### config.mk
export PLATFORM = sky130hd
export DESIGN_NAME = dpwm_period_ctrl
export DESIGN_NICKNAME = d
export VERILOG_FILES = /design/src/rtl/dpwm_period_ctrl_pkg.sv /design/src/rtl/dpwm_duty_shadow.sv /design/src/rtl/dpwm_period_ctrl.sv
export SDC_FILE = /design/constraint.sdc
export NUM_CORES = 1
export LEC_CHECK = 0
export CAP_MARGIN = 40
export CELL_PAD_IN_SITES_DETAIL_PLACEMENT = 0
export CELL_PAD_IN_SITES_GLOBAL_PLACEMENT = 2
export CORE_MARGIN = 3
export CORE_UTILIZATION = 27
export DETAILED_ROUTE_END_ITERATION = 6
export PLACE_DENSITY = 0.81
export SYNTH_ARGS = -nofsm -noshare
export SYNTH_HDL_FRONTEND = slang
export SYNTH_SLANG_ARGS = --single-unit
export TNS_END_PERCENT = 5
### constraint.sdc
create_clock -name clk_base -period 2.2 [get_ports clk_base]
set_input_delay 0.22 -clock clk_base [delete_from_list [all_inputs] [get_ports clk_base]]
set_output_delay 0.22 -clock clk_base [all_outputs]
set_load 0.02 [all_outputs]
### src/rtl/dpwm_period_ctrl_pkg.sv
// Shared definitions for the DPWM period controller: FSM state encoding and default duty-word geometry.
package dpwm_period_ctrl_pkg;

    typedef enum logic {
        IDLE = 1'b0,
        RUN  = 1'b1
    } state_t;

    localparam int DEF_DE_BITS   = 6;
    localparam int DEF_DC_LENGTH = 13;

endpackage

### src/rtl/dpwm_duty_shadow.sv
// Shadow/active duty register pair with valid/ready intake; optional clamp under DPWM_DUTY_CLAMP_EN.
// Handshake: a word transfers on the edge where dc_valid && dc_ready; dc_ready stays low until that word is applied.
module dpwm_duty_shadow
    import dpwm_period_ctrl_pkg::*;
#(
    parameter int DE_bits      = DEF_DE_BITS,
    parameter int Dc_length    = DEF_DC_LENGTH,
    parameter int Count_length = Dc_length - DE_bits
) (
    input  logic                    clk_base,
    input  logic                    rst,
    input  logic [Dc_length-1:0]    Dc_in,
    input  logic                    dc_valid,
    output logic                    dc_ready,
    input  logic                    load,
    input  logic [Count_length-1:0] period_next,
    output logic [Count_length-1:0] Dc_coarse,
    output logic [DE_bits-1:0]      Dc_fine
);

    logic [Dc_length-1:0]    shadow;
    logic [Count_length-1:0] ld_coarse;
    logic [DE_bits-1:0]      ld_fine;

`ifdef DPWM_DUTY_CLAMP_EN
    localparam logic [Count_length:0] WIDE_ONE = (Count_length+1)'(1);
    logic [Count_length:0] lim2;
    logic [Count_length:0] lim_m1;

    // Coarse is in half-cycles, so anything at or beyond two half-cycles per period is saturated.
    always_comb begin
        ld_coarse = shadow[Dc_length-1:DE_bits];
        ld_fine   = shadow[DE_bits-1:0];
        lim2      = {period_next, 1'b0};
        lim_m1    = lim2 - WIDE_ONE;
        if ({1'b0, ld_coarse} >= lim2) begin
            ld_coarse = lim_m1[Count_length] ? '1 : lim_m1[Count_length-1:0];
            ld_fine   = '1;
        end
    end
`else
    logic period_unused;
    assign period_unused = ^period_next;

    always_comb begin
        ld_coarse = shadow[Dc_length-1:DE_bits];
        ld_fine   = shadow[DE_bits-1:0];
    end
`endif

    // A boundary load has priority; an accept is only possible while empty, so the two never collide.
    always_ff @(posedge clk_base) begin
        if (rst) begin
            dc_ready  <= 1'b1;
            shadow    <= '0;
            Dc_coarse <= '0;
            Dc_fine   <= '0;
        end else if (load && !dc_ready) begin
            Dc_coarse <= ld_coarse;
            Dc_fine   <= ld_fine;
            dc_ready  <= 1'b1;
        end else if (dc_valid && dc_ready) begin
            shadow   <= Dc_in;
            dc_ready <= 1'b0;
        end
    end

endmodule

### src/rtl/dpwm_period_ctrl.sv
// DPWM period controller: IDLE/RUN FSM, period counter and end-of-period marker; duty held in dpwm_duty_shadow.
// Optional duty clamp is enabled by defining DPWM_DUTY_CLAMP_EN.
module dpwm_period_ctrl
    import dpwm_period_ctrl_pkg::*;
#(
    parameter int DE_bits      = DEF_DE_BITS,
    parameter int Dc_length    = DEF_DC_LENGTH,
    parameter int Count_length = Dc_length - DE_bits
) (
    input  logic                    clk_base,
    input  logic                    rst,
    input  logic                    en,
    input  logic [Dc_length-1:0]    Dc_in,
    input  logic                    dc_valid,
    output logic                    dc_ready,
    input  logic [Count_length-1:0] period_cfg,
    output logic                    L_DPWM,
    output logic [Count_length-1:0] Dc_coarse,
    output logic [DE_bits-1:0]      Dc_fine,
    output logic                    period_start,
    output logic                    active
);

    localparam logic [Count_length-1:0] CNT_ONE = Count_length'(1);
    localparam logic [Count_length-1:0] CNT_TWO = Count_length'(2);

    state_t                  state;
    logic [Count_length-1:0] cnt;
    logic [Count_length-1:0] period_act;
    logic [Count_length-1:0] cfg_sat;
    logic                    at_end;
    logic                    load;

    assign cfg_sat = (period_cfg < CNT_TWO) ? CNT_TWO : period_cfg;
    assign at_end  = (state == RUN) && (cnt == period_act - CNT_ONE);
    // en is only looked at on entry and at boundaries, so a dropped en that returns in time is never seen.
    assign load    = en && ((state == IDLE) || at_end);

    always_ff @(posedge clk_base) begin
        if (rst) begin
            state        <= IDLE;
            cnt          <= '0;
            period_act   <= CNT_TWO;
            L_DPWM       <= 1'b0;
            period_start <= 1'b0;
            active       <= 1'b0;
        end else begin
            case (state)
                IDLE: begin
                    L_DPWM <= 1'b0;
                    cnt    <= '0;
                    if (en) begin
                        state        <= RUN;
                        period_act   <= cfg_sat;
                        period_start <= 1'b1;
                        active       <= 1'b1;
                    end else begin
                        period_start <= 1'b0;
                        active       <= 1'b0;
                    end
                end
                RUN: begin
                    if (at_end) begin
                        cnt    <= '0;
                        L_DPWM <= 1'b0;
                        if (en) begin
                            period_act   <= cfg_sat;
                            period_start <= 1'b1;
                            active       <= 1'b1;
                        end else begin
                            state        <= IDLE;
                            period_start <= 1'b0;
                            active       <= 1'b0;
                        end
                    end else begin
                        cnt          <= cnt + CNT_ONE;
                        period_start <= 1'b0;
                        active       <= 1'b1;
                        L_DPWM       <= (cnt + CNT_ONE == period_act - CNT_ONE);
                    end
                end
                default: state <= IDLE;
            endcase
        end
    end

    dpwm_duty_shadow #(
        .DE_bits      (DE_bits),
        .Dc_length    (Dc_length),
        .Count_length (Count_length)
    ) u_duty_shadow (
        .clk_base    (clk_base),
        .rst         (rst),
        .Dc_in       (Dc_in),
        .dc_valid    (dc_valid),
        .dc_ready    (dc_ready),
        .load        (load),
        .period_next (cfg_sat),
        .Dc_coarse   (Dc_coarse),
        .Dc_fine     (Dc_fine)
    );

endmodule

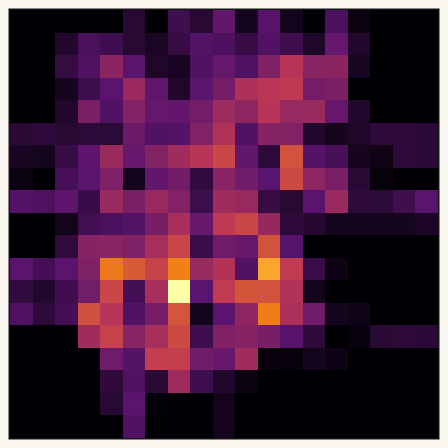
*Signal metal coverage by tile*
The die is cut into 19 by 19 equal tiles; black is low, pale yellow is high, scaled to the fullest tile. Values are wire area over tile area, all layers added.
emptiest ninth of the die: south-east
fullest tile: 0.49
tiles over half the peak: 7.2%

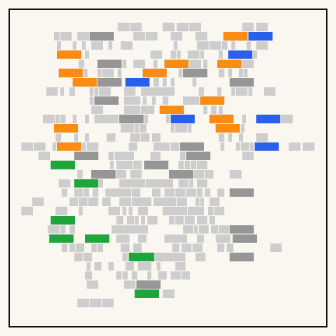
*Sequential cells grouped by signal name*
[period_act] green | placed flops: 7
[u_duty_shadow.shadow] orange | placed flops: 13
[u_duty_shadow.Dc_fine] blue | placed flops: 6

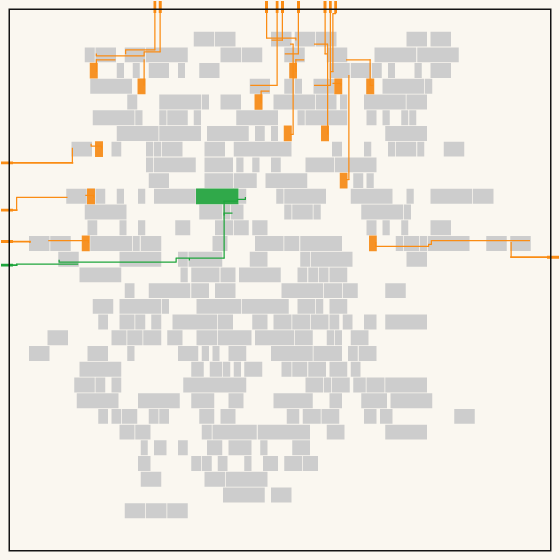
*Port wiring*
[Dc_in] orange | bits: 13 | direction: input | edge: 9 north, 3 west, 1 east | end cells: 13 | buffers: 13 | wire: 267 um
[dc_ready] green | bits: 1 | direction: output | edge: west | end cells: 1 | buffers: 1 | wire: 57.3 um

==> results.cfg <==
; synthesis and place-and-route metrics
[layout]
logic_area_sq_um = 1140
layout_top_cell = nand2_1
stdcell_count = 391
ff_count = 44
ff_latch_area_sq_um = 882
final.clkbuf_count = 6

[drt]
drt-vias-per-instance = 4.56
vias = 1782
drtIter0Drc = 67
m1WireLength_mm = 2.39

[sta]
max_freq_mhz = 470
setup_viol = 0

[logic_synthesis]
fp_nets = 261
synthTopCellsByArea = dfxtp_1 (43%), nand2_1 (10%), mux2i_1 (6.3%), xnor2_1 (5.5%), a21oi_1 (5.1%)
synth.largest_area_cell = dfxtp_1
syn_area_per_cell_sq_um = 8.79
top_cell = nand2_1
yosys.area.top_type_share = 0.427
ys_area_sq_um = 2060
synth-main-ff-cell = dfxtp_1

[clock_tree]
postCtsSetupBuffers = 3
postCtsResizedCells = 4
clkLatencyLatePin_ns = 0.30
clock_sinks = 44

[power]
vdd_drop_max_v = 0.000215
p_comb_frac = 0.186
seqPwrFrac = 0.465
p_sw_uw = 469

[status]
status = finished, final reports clean

[run]
drv_cap = 0

[hold_path]
min_path_cells = 2
min_to = u_duty_shadow.Dc_coarse[4]$_SDFFE_PP0P_

[setup_path]
reg2reg_from = period_act[0]$_SDFFE_PP0P_
crit_chain = buf_4, or4_4, a31oi_4, o31a_2, o31ai_4, nor3_4, buf_6, buf_12, mux2i_1
cp.arrival_ns = 2.36

[placement]
post_dp_cell_area_sq_um = 2650

[die]
io_pins = 41
core_area_sq_um = 7330

[grt]
top_usage_layer = met2
grt_overflow = 0
-- cell families after synthesis --
group,count (synthesis),synth area share
compound gates,45,0.147
xor+xnor,22,0.100
simple gates,90,0.204
flops,44,0.427
buf+inv,19,0.0473
fa+ha+maj,2,0.0121
mux,13,0.0630
-- registers in the layout, summed over array words and instances, names as in the netlist --
register	count
L_DPWM	1
cnt	7
period_act	7
period_start	1
state	1
u_duty_shadow.Dc_coarse	7
u_duty_shadow.Dc_fine	6
u_duty_shadow.dc_ready	1
u_duty_shadow.shadow	13
-- power groups by stage --
stage | clock network, uW | registers [uW] | logic [uW]
3_5_place_dp | 0 | 875 | 309
5_1_grt | 709 | 863 | 378
6_report | 646 | 859 | 343
4_1_cts | 667 | 857 | 329
3_3_place_gp | 0 | 874 | 309
2_1_floorplan | 0 | 880 | 179
Power figures rest on the tool's default switching activity, not on a simulated workload.
